===== src/rtl/hazard_ctrl_if.sv =====
// ============================================================================
// Module   : hazard_ctrl_if
// Purpose  : Pipeline <-> hazard controller signal bundle (ID/EX hazard inputs,
//            pipeline-register control outputs).
// Revision : 1.0
// ============================================================================
`default_nettype none

interface hazard_ctrl_if;
  logic [4:0] id_rn;
  logic [4:0] id_rm;
  logic       id_use_rn;
  logic       id_use_rm;
  logic [4:0] ex_rd;
  logic       ex_is_load;
  logic       br_taken;
  logic       mem_busy;
  logic       pc_we;
  logic       ifid_we;
  logic       idex_bubble;
  logic       ifid_flush;
  logic       freeze;

  // master = pipeline datapath, slave = hazard controller
  modport master (
    output id_rn, id_rm, id_use_rn, id_use_rm, ex_rd, ex_is_load, br_taken, mem_busy,
    input  pc_we, ifid_we, idex_bubble, ifid_flush, freeze
  );

  modport slave (
    input  id_rn, id_rm, id_use_rn, id_use_rm, ex_rd, ex_is_load, br_taken, mem_busy,
    output pc_we, ifid_we, idex_bubble, ifid_flush, freeze
  );
endinterface

`default_nettype wire


===== src/rtl/hazard_ctrl.sv =====
// ============================================================================
// Module   : hazard_ctrl
// Purpose  : Load-use stall, branch flush and memory-freeze control for a
//            5-stage pipeline. Optional stall counter: define HAZARD_STATS_EN.
// Revision : 1.0
// ============================================================================
`default_nettype none

module hazard_ctrl (
  input  wire logic         clk,
  input  wire logic         reset,
  hazard_ctrl_if.slave      hz
`ifdef HAZARD_STATS_EN
  ,
  output logic [15:0]       stall_cnt
`endif
);

  typedef enum logic [1:0] {
    RUN  = 2'd0,
    LU   = 2'd1,
    WAIT = 2'd2
  } state_t;

  localparam logic [4:0] c_xzr = 5'd31;

  state_t r_state;
  state_t w_state_nxt;
  logic   r_pend_br;
  logic   w_pend_br_nxt;
  logic   w_hit;
  logic   w_pc_we;
  logic   w_ifid_we;
  logic   w_idex_bubble;
  logic   w_ifid_flush;
  logic   w_freeze;

  // The LU cycle follows an inserted bubble, so the dependency is already resolved.
  assign w_hit = hz.ex_is_load && (hz.ex_rd != c_xzr) && (r_state != LU) &&
                 ((hz.id_use_rn && (hz.id_rn == hz.ex_rd)) ||
                  (hz.id_use_rm && (hz.id_rm == hz.ex_rd)));

  always_comb begin
    w_state_nxt   = RUN;
    w_pend_br_nxt = r_pend_br;
    w_pc_we       = 1'b1;
    w_ifid_we     = 1'b1;
    w_idex_bubble = 1'b0;
    w_ifid_flush  = 1'b0;
    w_freeze      = 1'b0;
    if (hz.mem_busy) begin
      w_state_nxt   = WAIT;
      w_pend_br_nxt = r_pend_br | hz.br_taken;
      w_pc_we       = 1'b0;
      w_ifid_we     = 1'b0;
      w_freeze      = 1'b1;
    end else if (hz.br_taken || r_pend_br) begin
      w_state_nxt   = RUN;
      w_pend_br_nxt = 1'b0;
      w_idex_bubble = 1'b1;
      w_ifid_flush  = 1'b1;
    end else if (w_hit) begin
      w_state_nxt   = LU;
      w_pc_we       = 1'b0;
      w_ifid_we     = 1'b0;
      w_idex_bubble = 1'b1;
    end
  end

  // Outputs are forced quiet for as long as reset is held, independent of the clock.
  always_comb begin
    hz.pc_we       = reset & w_pc_we;
    hz.ifid_we     = reset & w_ifid_we;
    hz.idex_bubble = reset & w_idex_bubble;
    hz.ifid_flush  = reset & w_ifid_flush;
    hz.freeze      = reset & w_freeze;
  end

  always_ff @(posedge clk or negedge reset) begin
    if (!reset) begin
      r_state   <= RUN;
      r_pend_br <= 1'b0;
    end else begin
      r_state   <= w_state_nxt;
      r_pend_br <= w_pend_br_nxt;
    end
  end

`ifdef HAZARD_STATS_EN
  logic [15:0] r_stall_cnt;

  always_ff @(posedge clk or negedge reset) begin
    if (!reset) begin
      r_stall_cnt <= 16'd0;
    end else if (!w_pc_we && (r_stall_cnt != 16'hFFFF)) begin
      r_stall_cnt <= r_stall_cnt + 16'd1;
    end
  end

  assign stall_cnt = r_stall_cnt;
`endif

endmodule

`default_nettype wire


===== src/flat_wrapper.sv =====
// flat-port wrapper written by rule: the top's interface ports become plain ports
module hazard_ctrl_flat 
  (clk, reset, hz_id_rn, hz_id_rm, hz_id_use_rn, hz_id_use_rm, hz_ex_rd, hz_ex_is_load, hz_br_taken, hz_mem_busy, hz_pc_we, hz_ifid_we, hz_idex_bubble, hz_ifid_flush, hz_freeze);
  hazard_ctrl_if hz_i ();
  input  wire logic clk;
  input  wire logic reset;
  input wire logic [$bits(hz_i.id_rn)-1:0] hz_id_rn;
  input wire logic [$bits(hz_i.id_rm)-1:0] hz_id_rm;
  input wire logic [$bits(hz_i.id_use_rn)-1:0] hz_id_use_rn;
  input wire logic [$bits(hz_i.id_use_rm)-1:0] hz_id_use_rm;
  input wire logic [$bits(hz_i.ex_rd)-1:0] hz_ex_rd;
  input wire logic [$bits(hz_i.ex_is_load)-1:0] hz_ex_is_load;
  input wire logic [$bits(hz_i.br_taken)-1:0] hz_br_taken;
  input wire logic [$bits(hz_i.mem_busy)-1:0] hz_mem_busy;
  output wire logic [$bits(hz_i.pc_we)-1:0] hz_pc_we;
  output wire logic [$bits(hz_i.ifid_we)-1:0] hz_ifid_we;
  output wire logic [$bits(hz_i.idex_bubble)-1:0] hz_idex_bubble;
  output wire logic [$bits(hz_i.ifid_flush)-1:0] hz_ifid_flush;
  output wire logic [$bits(hz_i.freeze)-1:0] hz_freeze;
  assign hz_i.id_rn = hz_id_rn;
  assign hz_i.id_rm = hz_id_rm;
  assign hz_i.id_use_rn = hz_id_use_rn;
  assign hz_i.id_use_rm = hz_id_use_rm;
  assign hz_i.ex_rd = hz_ex_rd;
  assign hz_i.ex_is_load = hz_ex_is_load;
  assign hz_i.br_taken = hz_br_taken;
  assign hz_i.mem_busy = hz_mem_busy;
  assign hz_pc_we = hz_i.pc_we;
  assign hz_ifid_we = hz_i.ifid_we;
  assign hz_idex_bubble = hz_i.idex_bubble;
  assign hz_ifid_flush = hz_i.ifid_flush;
  assign hz_freeze = hz_i.freeze;
  hazard_ctrl u_core (.clk(clk), .reset(reset), .hz(hz_i));
endmodule

===== config.mk =====
export PLATFORM = sky130hd
export DESIGN_NAME = hazard_ctrl_flat
export DESIGN_NICKNAME = d
export VERILOG_FILES = /design/src/rtl/hazard_ctrl_if.sv /design/src/rtl/hazard_ctrl.sv /design/src/flat_wrapper.sv
export SDC_FILE = /design/constraint.sdc
export NUM_CORES = 1
export LEC_CHECK = 0
export CORE_AREA = 4 4 41 43
export CTS_CLUSTER_DIAMETER = 30
export DETAILED_ROUTE_END_ITERATION = 7
export DIE_AREA = 0 0 45 47
export GPL_TIMING_DRIVEN = 0
export HOLD_SLACK_MARGIN = 0.08
export PLACE_DENSITY_LB_ADDON = 0.1
export SLEW_MARGIN = 40
export SYNTH_ARGS = -nofsm -noshare
export SYNTH_HDL_FRONTEND = slang
export SYNTH_SLANG_ARGS = --single-unit

===== constraint.sdc =====
create_clock -name clk -period 1 [get_ports clk]
set_input_delay 0.1 -clock clk [delete_from_list [all_inputs] [get_ports clk]]
set_output_delay 0.1 -clock clk [all_outputs]
set_load 0.01 [all_outputs]

==> run summary, run 1 <==
yosys + openroad results -> status finished with violations, failing checks negative setup slack, drt first pass iters 1, EDFF count, synth 0, number of global-route vias before repair 373, Crit. Startpoint u_core.r_state[1]$_DFF_PN0_, Largest Register u_core.r_state, mapped cell area 285 sq um, met3 wire len 146 microns, Std-Cell Rows 13, die height 47 microns, H-tree depth 1, CTS Sinks 3, top routing layer in use met4, setup violators final 5, r2r setup slk -0.03 ns, number of cells in Yosys stat 33, slowest stage delay, CP 0.34 ns, Top-area cell share 30.7%, Flop area 75.1 sq um, clock-cell share of area 4.44%, Iteration-0 DRC Markers 0, Design Power 527 uW, warnings from Yosys 0, CP Data Arrival Time 1.28 ns, Root Buffer clkbuf_4, maximum vdd ir drop 0.769 mV, nonclk buf count 31, #FFs+latches synth 3, Distinct lib cells used 16, f_max 0.726 GHz, largest net degree at the start of global routing 6, RePlAce Congestion 0.695, Layout fillers 144, final instance area 592 sq um, Clock Tree Buf Depth 2, Leak 0.274 nW, CP endpoint hz_idex_bubble, min Tclk post-route 1.38 ns, first-pass GRT wire length 1440 microns, Place WS -1.02 ns, Post-Syn Area per Cell 8.64 sq um, most common cell in the netlist xnor2_1, sequential share of power 24.5%, slowest stage cell, crit path dfrtp_1, asr flop ratio synth 100%, Seq/total area 12.7%, Seq/Total Area, Yosys 26.3%, core area 1300 sq um, top cells by area, synth xnor2_1 31%, dfrtp_1 26%, and4bb_1 4.4%, dpl hpwl 758 microns, FP Util 21.9%, clock share of power 40.1%, net switching power 137 uW, P_clk 211 uW, top cells by count 10 x xnor2_1, 3 x dfrtp_1, 3 x nand2_1, 3 x nor2_1, Hold Vio Cnt, Final 0, WL met2 392 microns, met1 Track Usage GR 10.0%, Least-Margin Pin Slew 0.227 ns, met2 Usage GRT 16.1%, drt wl/cell 11.5 microns, max-cap violations 0, Comb gate area 219 sq um, Final Net Count 90, drt drc 0, Final Worst Setup Slack -0.377 ns, hold_sp hz_mem_busy, DP Area 568 sq um, Vias 354, die area 2120 sq um, port buffer count 26, Rel. slew slack 84.8%, layout cells sized above 1 31.3%, WS Path Type flop to primary output, RSZ-0062 raised after global routing yes, Non-Filler Instances 82, Logic inverters 0, biggest regs u_core.r_state x2, u_core.r_pend_br x1, largest delay contributor family on the critical path flip-flops, Ports 27, worst r2r src u_core.r_state[1]$_DFF_PN0_, count of tool warnings 29, Slew Viols, Final 0, crit path buf inv count 2, CP cell instances nand2b_1, o211ai_1, buf_4, nor2_1, a21o_1, buf_2, area leader, netlist xnor2_1, max FFs per register 2, CTS clk-pin slew, worst paths 0.04 ns, Comb gates 29, CTS tree yes, Biggest Area Class buffers, NonClk Buf Share 42.7%, initial antenna violation count 0, required time of the critical path 0.90 ns, Overflow after GRT 0, Ant. Diodes 0, Max power group clock, Levels on crit path 6, Tap Count 15, Hold Crit Class input port to flop, Syn-to-layout area delta 107%, Routed Antenna Nets 0, die width 45 microns, syn_nets 55, Crit Path Max Fanout 2, CLK BUF 4, Logic power comb 186 uW, Int Pwr 390 uW, reg2reg path depth 4, Top FF cell, synth dfrtp_1, hold path cells 1, Comb pwr share 35.4%, Startpoint Class flop, switch share 25.9%, PwrDens 890 nW/um^2, Syn Inst Count 33, crit share post-route 138%, Chip Area, Yosys 285 sq um, Worst R2R End u_core.r_state[0]$_DFF_PN0_
## run 1: placed cells by master, fill, tap and decap left out
| master | n |
|---|---|
| a21o_1 | 1 |
| buf_6 | 1 |
| clkdlybuf4s15_1 | 1 |
| clkbuf_4 | 3 |
| dlygate4sd3_1 | 1 |
| xnor2_1 | 10 |
| buf_4 | 4 |
| clkdlybuf4s15_2 | 1 |
| clkbuf_1 | 1 |
| a21oi_2 | 1 |
| dfrtp_1 | 3 |
| clkbuf_2 | 4 |
| nand2b_4 | 1 |
| nor2_1 | 1 |
| buf_2 | 3 |
| o22ai_2 | 1 |
| nand2b_1 | 1 |
| nor2b_1 | 1 |
| nand3_1 | 1 |
| and4bb_1 | 1 |
| dlygate4sd2_1 | 12 |
| and2_1 | 1 |
| nand2_1 | 3 |
| nor2_2 | 2 |
| nand4_1 | 2 |
| nor3_1 | 1 |
| clkdlybuf4s50_1 | 4 |
| o211ai_1 | 1 |
## run 1: logic make-up (layout without fill, tap and decap cells)
family	Yosys count	in the layout	share of synthesized area, %
compound gates	4	4	11.4
buf+inv	1	35	2.63
simple gates	15	15	28.9
xor+xnor	10	10	30.7
flops	3	3	26.3
## run 1: timing repair
item,4_1_cts,5_1_grt
pin swaps,19,11
resized,37,12
hold endpoints to repair,3,0
endpoints found under the setup margin,6,5
hold buffers,1,0
buffers inserted,2,1
## run 1: metrics by stage
| step | TNS, ns | hold slack [ns] | util (%) |
|---|---|---|---|
| 2_1_floorplan | -0.0831 | -0.196 | - |
| 3_3_place_gp | -4.41 | 0.320 | 43.7 |
| 3_5_place_dp | -4.46 | 0.319 | 43.7 |
| 4_1_cts | -1.40 | 0.169 | 45.8 |
| 5_1_grt | -1.39 | 0.196 | 45.5 |
| 6_report | -1.11 | 0.172 | 45.5 |
Run 1, layout detail:
Region (8, 8) to (38, 38) microns. Cells in grey, sequential cells in the stronger grey; small squares are vias.
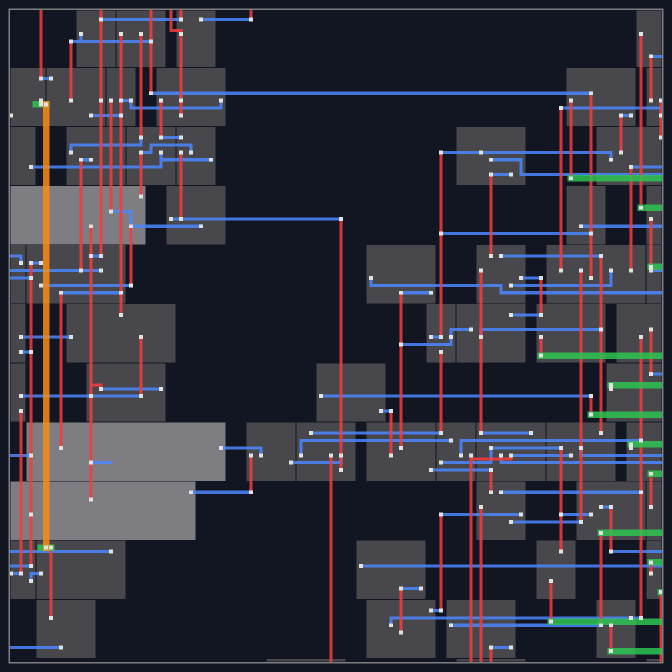
Key: red = M2; green = M3; blue = M1; orange = M4
48 logic cells have their middle in the window. Netlist names of flops here include u_core.r_state (2), u_core.r_pend_br (1). Most frequent: xnor2_1 (9), dlygate4sd2_1 (8). Sequential cells in the window: 3.

Run 1, the clock network:
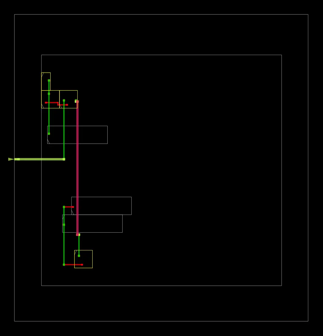
flop count: 3
Late-Pin Clk Latency: 0.23 ns
Clock Skew: 0.00117 ns
TritonCTS Buffers: 3

Run 1, routed metal, one colour a layer:
Bar = 10 microns.
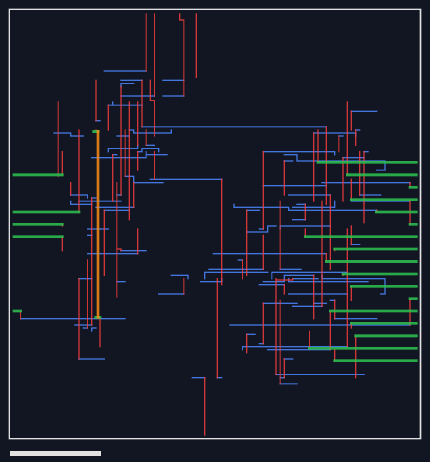
Key: blue = M1 [wire length 380 microns]; red = M2 [wire length 392 microns]; green = M3 [wire length 146 microns]; orange = M4 [wire length 20.4 microns]
total global routing track utilization: 9.65%
DRT Wirelength: 939 microns

Run 1, cell sizes after repair:
Bar = 10 microns.
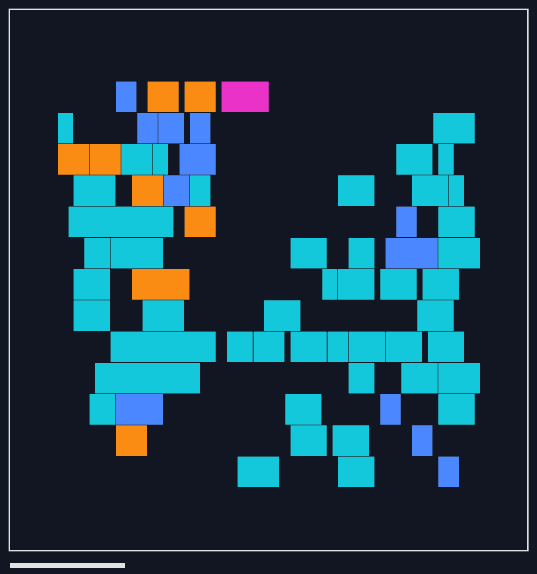

==> inputs of run 2 (changes only) <==
SETUP_SLACK_MARGIN = 0.3   (was not set)
Run 2, cell sizes after repair:
Bar = 10 microns.
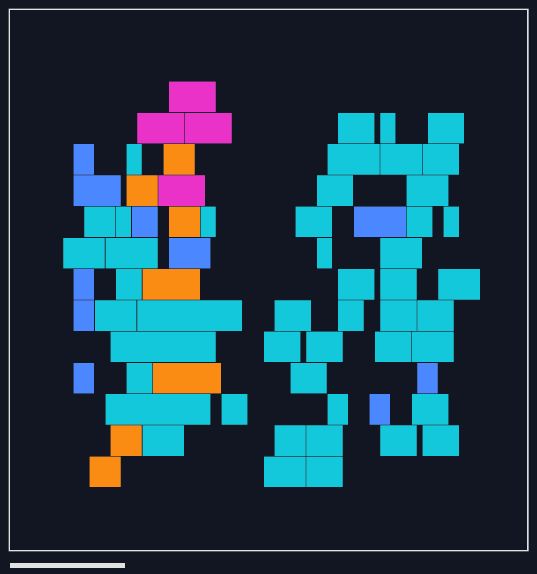
Key: blue = x2 [cells 10, share 15%]; magenta = x6 and larger [cells 4, share 5.9%]; orange = x3 and x4 [cells 7, share 10%]; cyan = x1 and smaller [cells 47, share 69%]
Syn-to-layout area delta: 121%
final instance area: 632 sq um
Final Worst Setup Slack: -0.419 ns

Run 2, the clock network:
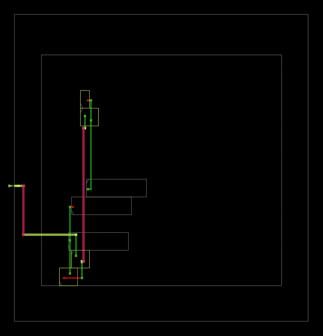
P_clk: 213 uW
Clock Skew: 0.00311 ns
CTS Sinks: 3
CLK BUF: 4

==> run summary, run 2 <==
yosys + openroad results -> Chip Area, Yosys 285 sq um, CP cell instances nand2b_1, o211ai_1, buf_4, nor2_1, a21o_1, buf_2, PwrDens 856 nW/um^2, core area 1300 sq um, drt wl/cell 12.0 microns, biggest regs u_core.r_state x2, u_core.r_pend_br x1, top routing layer in use met4, dominant logic cell type in the layout xnor2_1, asr flop ratio synth 100%, Leak 0.290 nW, Rel. slew slack 80.7%, switch share 26.3%, syn_nets 55, CTS clk-pin slew, worst paths 0.04 ns, required time of the critical path 0.90 ns, met2 Usage GRT 16.9%, Place WS -1.03 ns, slowest stage delay, CP 0.34 ns, Syn Inst Count 33, crit share post-route 142%, top cells by count 10 x xnor2_1, 3 x dfrtp_1, 3 x nand2_1, 3 x nor2_1, Routed Antenna Nets 0, mapped cell area 285 sq um, number of global-route vias before repair 385, Vias 371, number of cells in Yosys stat 33, Top-area cell share 30.7%, worst r2r src u_core.r_state[1]$_DFF_PN0_, Crit. Startpoint u_core.r_state[1]$_DFF_PN0_, Iteration-0 DRC Markers 2, Seq/Total Area, Yosys 26.3%, met1 Track Usage GR 10.9%, Post-Route Utilization 48.6%, warnings from Yosys 0, top cells by area, synth xnor2_1 31%, dfrtp_1 26%, and4bb_1 4.4%, Top FF cell, synth dfrtp_1, Hold Crit Class input port to flop, FP Util 21.9%, Hold Vio Cnt, Final 0, area leader, netlist xnor2_1, Layout fillers 137, max-cap violations 0, max FFs per register 2, Overflow after GRT 0, CP Data Arrival Time 1.32 ns, most frequent cells in the layout 10 x xnor2_1, 9 x dlygate4sd2_1, 4 x buf_6, 4 x clkdlybuf4s50_1, Design Power 541 uW, hold_sp hz_mem_busy, initial antenna violation count 0, EDFF count, synth 0, status finished with violations, layout cells sized above 1 30.9%, DRT Wirelength 999 microns, Slew Viols, Final 0, failing checks negative setup slack, first-pass GRT wire length 1540 microns, WL met2 432 microns, min Tclk post-route 1.42 ns, Ports 27, Ant. Diodes 0, #FFs+latches synth 3, slowest stage cell, crit path dfrtp_1, setup violators final 5, die area 2120 sq um, DP Area 568 sq um, maximum vdd ir drop 0.682 mV, die height 47 microns, Post-Syn Area per Cell 8.64 sq um, CTS tree yes, Final Worst Setup Slack -0.419 ns
Run 2, layout detail:
Region (8, 8) to (38, 38) microns. Cells in grey, sequential cells in the stronger grey; small squares are vias.
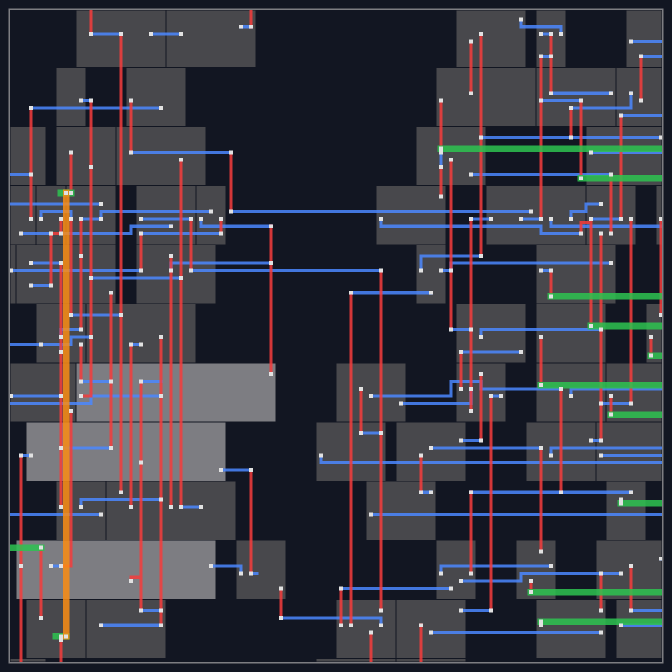
Key: blue = M1; green = M3; orange = M4; red = M2
Sequential cells in the window: 3. Most frequent: xnor2_1 (10), dlygate4sd2_1 (8). 55 logic cells have their middle in the window. Netlist names of flops here include u_core.r_state (2), u_core.r_pend_br (1).

==> run 2: cell counts after synthesis <==
No cell type changed its count.
==> run 2: cells by family after synthesis <==
group | Yosys count | share of synthesized area (%)
and+or+nand+nor | 15 | 28.9
xor gates and xnor gates | 10 | 30.7
AOI/OAI and AO/OA | 4 | 11.4
DFF | 3 | 26.3
buffers and inverters | 1 | 2.63
==> run 2: worst paths after layout <==
path                                                end  slack (ns)  depth (start not counted)
max reg2reg                 u_core.r_state[0]$_DFF_PN0_       -0.07                          4
min in group asynchronous  u_core.r_pend_br$_DFFE_PN0P_        0.27                          2
min reg2reg                u_core.r_pend_br$_DFFE_PN0P_        0.58                          2
max in group asynchronous   u_core.r_state[0]$_DFF_PN0_        0.59                          2
min                        u_core.r_pend_br$_DFFE_PN0P_        0.14                          2
max                                      hz_idex_bubble       -0.42                          6
==> run 2: area by class of cell <==
cell class | count | area, sq um | area share [%]
buffer | 1 | 11.3 | 1.78
clock buffer | 4 | 26.3 | 4.16
multi-input combinational | 29 | 229 | 36.2
sequential | 3 | 75.1 | 11.9
tap | 15 | 18.8 | 2.97
timing repair buffer | 31 | 272 | 43.0
==> run 2: worst max-delay path, delay by kind of cell (launching register included) <==
family	cells	cell delay [ns]
AOI/OAI and AO/OA	2	0.28
buffers and inverters	2	0.30
DFF	1	0.34
and+or+nand+nor	2	0.17
==> run 2: power groups by stage <==
stage	registers (mW)	logic, mW	clock network [mW]
after floorplan	0.130	0.0744	0
after global placement	0.130	0.202	0
after detailed placement	0.130	0.202	0
after CTS	0.129	0.189	0.225
after global routing	0.130	0.217	0.230
final	0.129	0.198	0.213
==> run 2: timing repair <==
action                     in CTS  in global routing
gates resized                  42                 14
buffers inserted                3                  0
setup endpoints to repair       6                  7
hold endpoints to repair        3                  1
hold buffers                    1                  1
pin swaps                      15                  7
Power figures rest on the tool's default switching activity, not on a simulated workload.
